File: config.mk
export PLATFORM = sky130hd
export DESIGN_NAME = dmem_arbiter
export DESIGN_NICKNAME = d
export VERILOG_FILES = /design/src/rtl/dmem_arbiter.sv
export SDC_FILE = /design/constraint.sdc
export NUM_CORES = 1
export LEC_CHECK = 0
export CORE_AREA = 5 5 119 121
export CTS_CLUSTER_DIAMETER = 30
export CTS_CLUSTER_SIZE = 40
export DETAILED_ROUTE_END_ITERATION = 8
export DIE_AREA = 0 0 124 126
export GPL_TIMING_DRIVEN = 0
export PLACE_DENSITY = 0.82
export SLEW_MARGIN = 20
export SYNTH_ARGS = -nofsm -noshare
export SYNTH_HDL_FRONTEND = slang
export SYNTH_SLANG_ARGS = --single-unit
File: constraint.sdc
create_clock -name clk_i -period 4 [get_ports clk_i]
set_input_delay 0.4 -clock clk_i [delete_from_list [all_inputs] [get_ports clk_i]]
set_output_delay 0.4 -clock clk_i [all_outputs]
set_load 0.03 [all_outputs]
File: src/rtl/dmem_arbiter.sv
// dmem_arbiter: two-port round-robin arbiter and sequencer in front of the single-ported data memory.
// Define DMEM_ARB_PERF_EN to add saturating grant/conflict/error counters on perf_o.
package riscv_32im_pkg;
    localparam logic [31:0] MAP_DMEM_BASE   = 32'h0000_0000;
    localparam logic [31:0] DMEM_SIZE_BYTES = 32'h0000_1000;
endpackage

module dmem_arbiter #(
    parameter logic [31:0] MEM_BASE = riscv_32im_pkg::MAP_DMEM_BASE,
    parameter logic [31:0] MEM_SIZE = riscv_32im_pkg::DMEM_SIZE_BYTES
) (
    input  logic        clk_i,
    input  logic        rst_ni,
    input  logic        m0_valid_i,
    output logic        m0_ready_o,
    input  logic        m0_we_i,
    input  logic [3:0]  m0_be_i,
    input  logic [31:0] m0_addr_i,
    input  logic [31:0] m0_wdata_i,
    output logic        m0_rsp_valid_o,
    input  logic        m0_rsp_ready_i,
    output logic [31:0] m0_rdata_o,
    output logic        m0_rsp_err_o,
    input  logic        m1_valid_i,
    output logic        m1_ready_o,
    input  logic        m1_we_i,
    input  logic [3:0]  m1_be_i,
    input  logic [31:0] m1_addr_i,
    input  logic [31:0] m1_wdata_i,
    output logic        m1_rsp_valid_o,
    input  logic        m1_rsp_ready_i,
    output logic [31:0] m1_rdata_o,
    output logic        m1_rsp_err_o,
    output logic        mem_valid_o,
    output logic        mem_ready_o,
    output logic        mem_we_o,
    output logic [3:0]  mem_be_o,
    output logic [31:0] mem_addr_o,
    output logic [31:0] mem_wdata_o,
    input  logic        mem_valid_i,
    input  logic [31:0] mem_rdata_i
`ifdef DMEM_ARB_PERF_EN
    ,
    output logic [127:0] perf_o
`endif
);

    typedef enum logic [1:0] {IDLE, WAIT, RSP} state_e;

    state_e      state_q;
    logic        active_q;
    logic        rr_q;
    logic        port_q;
    logic        we_q;
    logic        err_q;
    logic [31:0] rdata_q;

    logic        idle;
    logic        gnt0;
    logic        gnt1;
    logic        accept;
    logic        in_window;
    logic        sel_we;
    logic [3:0]  sel_be;
    logic [31:0] sel_addr;
    logic [31:0] sel_wdata;
    logic        rsp_v;
    logic        rsp_done;

    // active_q holds the ports closed until the first edge after reset release
    assign idle   = active_q && (state_q == IDLE);
    assign gnt0   = idle && m0_valid_i && (!m1_valid_i || !rr_q);
    assign gnt1   = idle && m1_valid_i && (!m0_valid_i || rr_q);
    assign accept = gnt0 || gnt1;

    assign sel_we    = gnt1 ? m1_we_i    : m0_we_i;
    assign sel_be    = gnt1 ? m1_be_i    : m0_be_i;
    assign sel_addr  = gnt1 ? m1_addr_i  : m0_addr_i;
    assign sel_wdata = gnt1 ? m1_wdata_i : m0_wdata_i;

    // Unsigned wrap makes addresses below the base fail the window test too
    assign in_window = (sel_addr - MEM_BASE) < MEM_SIZE;

    assign m0_ready_o  = gnt0;
    assign m1_ready_o  = gnt1;
    assign mem_valid_o = accept && in_window;
    assign mem_ready_o = active_q;
    assign mem_we_o    = sel_we;
    assign mem_be_o    = sel_be;
    assign mem_addr_o  = sel_addr;
    assign mem_wdata_o = sel_wdata;

    assign rsp_v          = (state_q == RSP);
    assign m0_rsp_valid_o = rsp_v && !port_q;
    assign m1_rsp_valid_o = rsp_v && port_q;
    assign m0_rdata_o     = m0_rsp_valid_o ? rdata_q : 32'h0;
    assign m1_rdata_o     = m1_rsp_valid_o ? rdata_q : 32'h0;
    assign m0_rsp_err_o   = m0_rsp_valid_o && err_q;
    assign m1_rsp_err_o   = m1_rsp_valid_o && err_q;
    assign rsp_done       = rsp_v && (port_q ? m1_rsp_ready_i : m0_rsp_ready_i);

    always_ff @(posedge clk_i or negedge rst_ni) begin
        if (!rst_ni) begin
            state_q  <= IDLE;
            active_q <= 1'b0;
            rr_q     <= 1'b0;
            port_q   <= 1'b0;
            we_q     <= 1'b0;
            err_q    <= 1'b0;
            rdata_q  <= 32'h0;
        end else begin
            active_q <= 1'b1;
            case (state_q)
                IDLE: begin
                    if (accept) begin
                        port_q <= gnt1;
                        we_q   <= sel_we;
                        rr_q   <= gnt0;
                        if (in_window) begin
                            state_q <= WAIT;
                        end else begin
                            rdata_q <= 32'h0;
                            err_q   <= 1'b1;
                            state_q <= RSP;
                        end
                    end
                end
                WAIT: begin
                    assert (mem_valid_i) else $error("dmem_arbiter: no memory response in WAIT");
                    rdata_q <= we_q ? 32'h0 : mem_rdata_i;
                    err_q   <= 1'b0;
                    state_q <= RSP;
                end
                RSP: begin
                    if (rsp_done) state_q <= IDLE;
                end
                default: state_q <= IDLE;
            endcase
        end
    end

`ifdef DMEM_ARB_PERF_EN
    logic [31:0] grant0_cnt_q;
    logic [31:0] grant1_cnt_q;
    logic [31:0] conflict_cnt_q;
    logic [31:0] err_cnt_q;

    // Counters stick at all-ones rather than wrapping
    always_ff @(posedge clk_i or negedge rst_ni) begin
        if (!rst_ni) begin
            grant0_cnt_q   <= 32'h0;
            grant1_cnt_q   <= 32'h0;
            conflict_cnt_q <= 32'h0;
            err_cnt_q      <= 32'h0;
        end else begin
            if (gnt0 && (grant0_cnt_q != 32'hFFFF_FFFF)) grant0_cnt_q <= grant0_cnt_q + 32'd1;
            if (gnt1 && (grant1_cnt_q != 32'hFFFF_FFFF)) grant1_cnt_q <= grant1_cnt_q + 32'd1;
            if (idle && m0_valid_i && m1_valid_i && (conflict_cnt_q != 32'hFFFF_FFFF))
                conflict_cnt_q <= conflict_cnt_q + 32'd1;
            if (accept && !in_window && (err_cnt_q != 32'hFFFF_FFFF)) err_cnt_q <= err_cnt_q + 32'd1;
        end
    end

    assign perf_o = {err_cnt_q, conflict_cnt_q, grant1_cnt_q, grant0_cnt_q};
`endif

endmodule

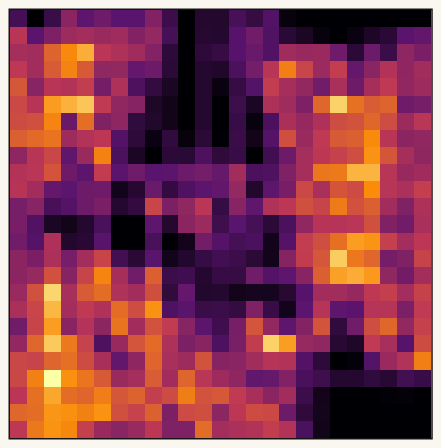
(routed metal per tile)
The die is cut into 25 by 25 equal tiles; black is low, pale yellow is high, scaled to the fullest tile. Values are wire area over tile area, all layers added.
densest ninth of the die = south-west
nearly empty tiles = 7.5%
fullest tile = 0.55
mean over tiles = 0.20
tiles over half the peak = 27%
emptiest ninth of the die = north
via count: 4762
drt wl/cell: 17.9 um
GRT Total Usage: 0.225
Routed WL: 18.4 mm

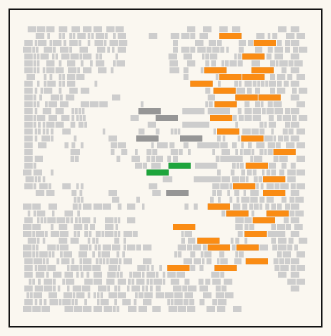
(register map, names as in the netlist)
Other sequential cells in the stronger gray, the rest of the logic in the fainter gray.
rdata_q -> orange  # placed flops 32
state_q -> green  # placed flops 2
sequential cell area share: 0.140
Final Core Density: 0.538
sequential standard cell area: 976 um2

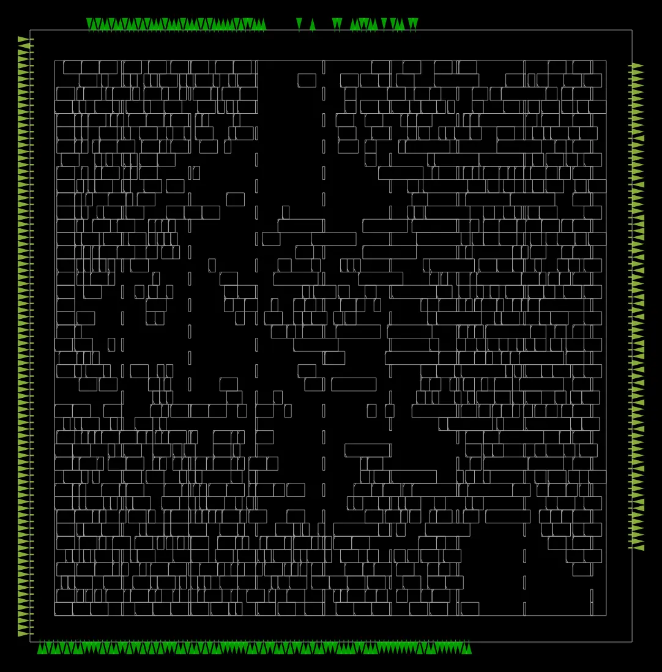
(cell placement)
# rows: 42
filler cell count in the final layout: 1271

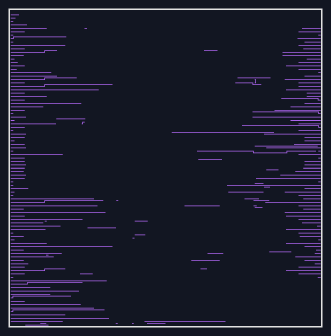
(met3 routing)
nets with wire on the layer = 191
share of all routed wire = 12%
main direction = horizontal

==> results.cfg <==
; flow metrics
[yosys]
yosys.area_share.aoi = 0.149
top_cell_area_share = 0.288
yosys.cell_count.top_type = nand2_1
edf_count = 0
synth_seq_share = 0.288
mux_share = 0.00997
simple_gate_share = 0.494
synthCells = 523
syn_area_per_cell_um2 = 6.48
largest_area_cell = dfrtp_1
area_leaders = dfrtp_1, nand2_1, and2_1
ys_types = 28
async_reset_ff_frac = 1.00
yosys_warnings = 0
ys_cells = 523
syn_area_mm2 = 0.00339
synthAdderAreaFrac = 0
synthFlopType = dfrtp_1
yosys-top-cells-count = nand2_1, and2_1, dfrtp_1
syn_nets = 700
xor_share = 0
yosys_register_bits = 39
ys_chip_area_mm2 = 0.00339

[global_routing]
grt_pass1_wl_mm = 27.3
met2_usage = 0.414
top_usage_layer = met2
use_met3 = 0.0910
grt_max_degree = 32
antenna_found_initial = 0
grt_util_met1 = 0.236
overflow = 0
grt_pass1_vias = 4919

[placed_design]
gp_congestion = 0.921
dp.cells = 1016
placed_area_mm2 = 0.00679
place_ws_ns = 0.546
dp_hpwl_mm = 15.8
port_buffers = 316

[power]
p_total_w = 0.00202
power_density_mw_per_mm2 = 289
peakVddDrop_uv = 176
power_leakage_nw = 3.03

[finish]
fin_cells = 1025
final_area_mm2 = 0.00699
drive_above_1_share = 0.0389
antenna_cells = 0
area_growth_pct = 106
fin_nets = 1025
final_common_cell = clkdlybuf4s50_1
layout_top_cells = clkdlybuf4s50_1, nand2_1, and2_1

[setup_path]
max_stage_delay_ns = 0.73
cpLargestDelayFamily = buffers and inverters
crit_path_end = mem_valid_o
worst_setup_path_start_kind = primary input
crit_buf_inv = 4
crit_start = m1_addr_i[12]
crit_cells = 8
critical_path_required_ns = 3.60
reg2reg_slack_ns = 2.15
critPathCaptureType = primary output
crit_type = in2out
cp_data_arrival_time_ns = 2.96
cp_slowest_cell = clkdlybuf4s50_1
cp_max_fo = 10
r2r_start = state_q[0]

[clock_tree]
clk_latency_ns = 0.28
tritoncts = yes
clk_pin_slew_worst_paths_ns = 0.05
post_cts_resized = 0
ctsHoldBuffers = 1
clock_path_buffers = 2
post_cts_buffers = 0
numCtsBuffers = 5
clock-sinks = 39
ctsRootBufferMaster = clkbuf_16

[floorplan]
coreArea_mm2 = 0.0130
fp_util = 0.261
die_x_um = 124
dieArea_mm2 = 0.0156
ioPinCount = 318

[routing]
final_antenna_net_count = 0
vias_per_cell = 4.65
first_pass_iters = 4
drt_iter0_markers = 286
drc = 0

[timing]
finalHoldViolations = 0
fin_ws_ns = 0.637
timing.fmax_mhz = 297
setup_viol = 0
grt_setup_unrepaired = no
setup_tns_ns = 0
hold_ws_ns = 0.501
finalCritPeriodShare = 0.841
relSlewSlack = 0.586
drv_slew = 0

[outcome]
status = finished, final reports clean

[min_path]
hold_depth = 1
hp-start = rr_q
hold_end = rr_q
hold_path_class = reg2reg

[job]
maxCapViolations = 0
metal layers:
layer  part of all wire  wire, um
met5                  0         0
met1               0.35      6440
met3               0.12      2230
met2               0.51      9370
met4              0.019       352
flip-flops by register name, summed over array words and instances, names as in the netlist:
| register | flops |
|---|---|
| err_q | 1 |
| mem_ready_o | 1 |
| rdata_q | 32 |
| state_q | 2 |
| port_q | 1 |
| we_q | 1 |
| rr_q | 1 |
final cells by class:
type	count	area, um2
fill	1271	5990
inverter	2	8.76
multi-input combinational	440	2220
timing repair buffer	318	3190
tap	176	220
clock inverter	2	60.1
clock buffer	6	129
buffer	42	188
sequential	39	976
power breakdown:
group          internal, W  switching (W)
clock             0.000358       0.000155
sequential        0.000414      0.0000163
combinational     0.000455       0.000619
total              0.00123       0.000791
Power figures rest on the tool's default switching activity, not on a simulated workload.
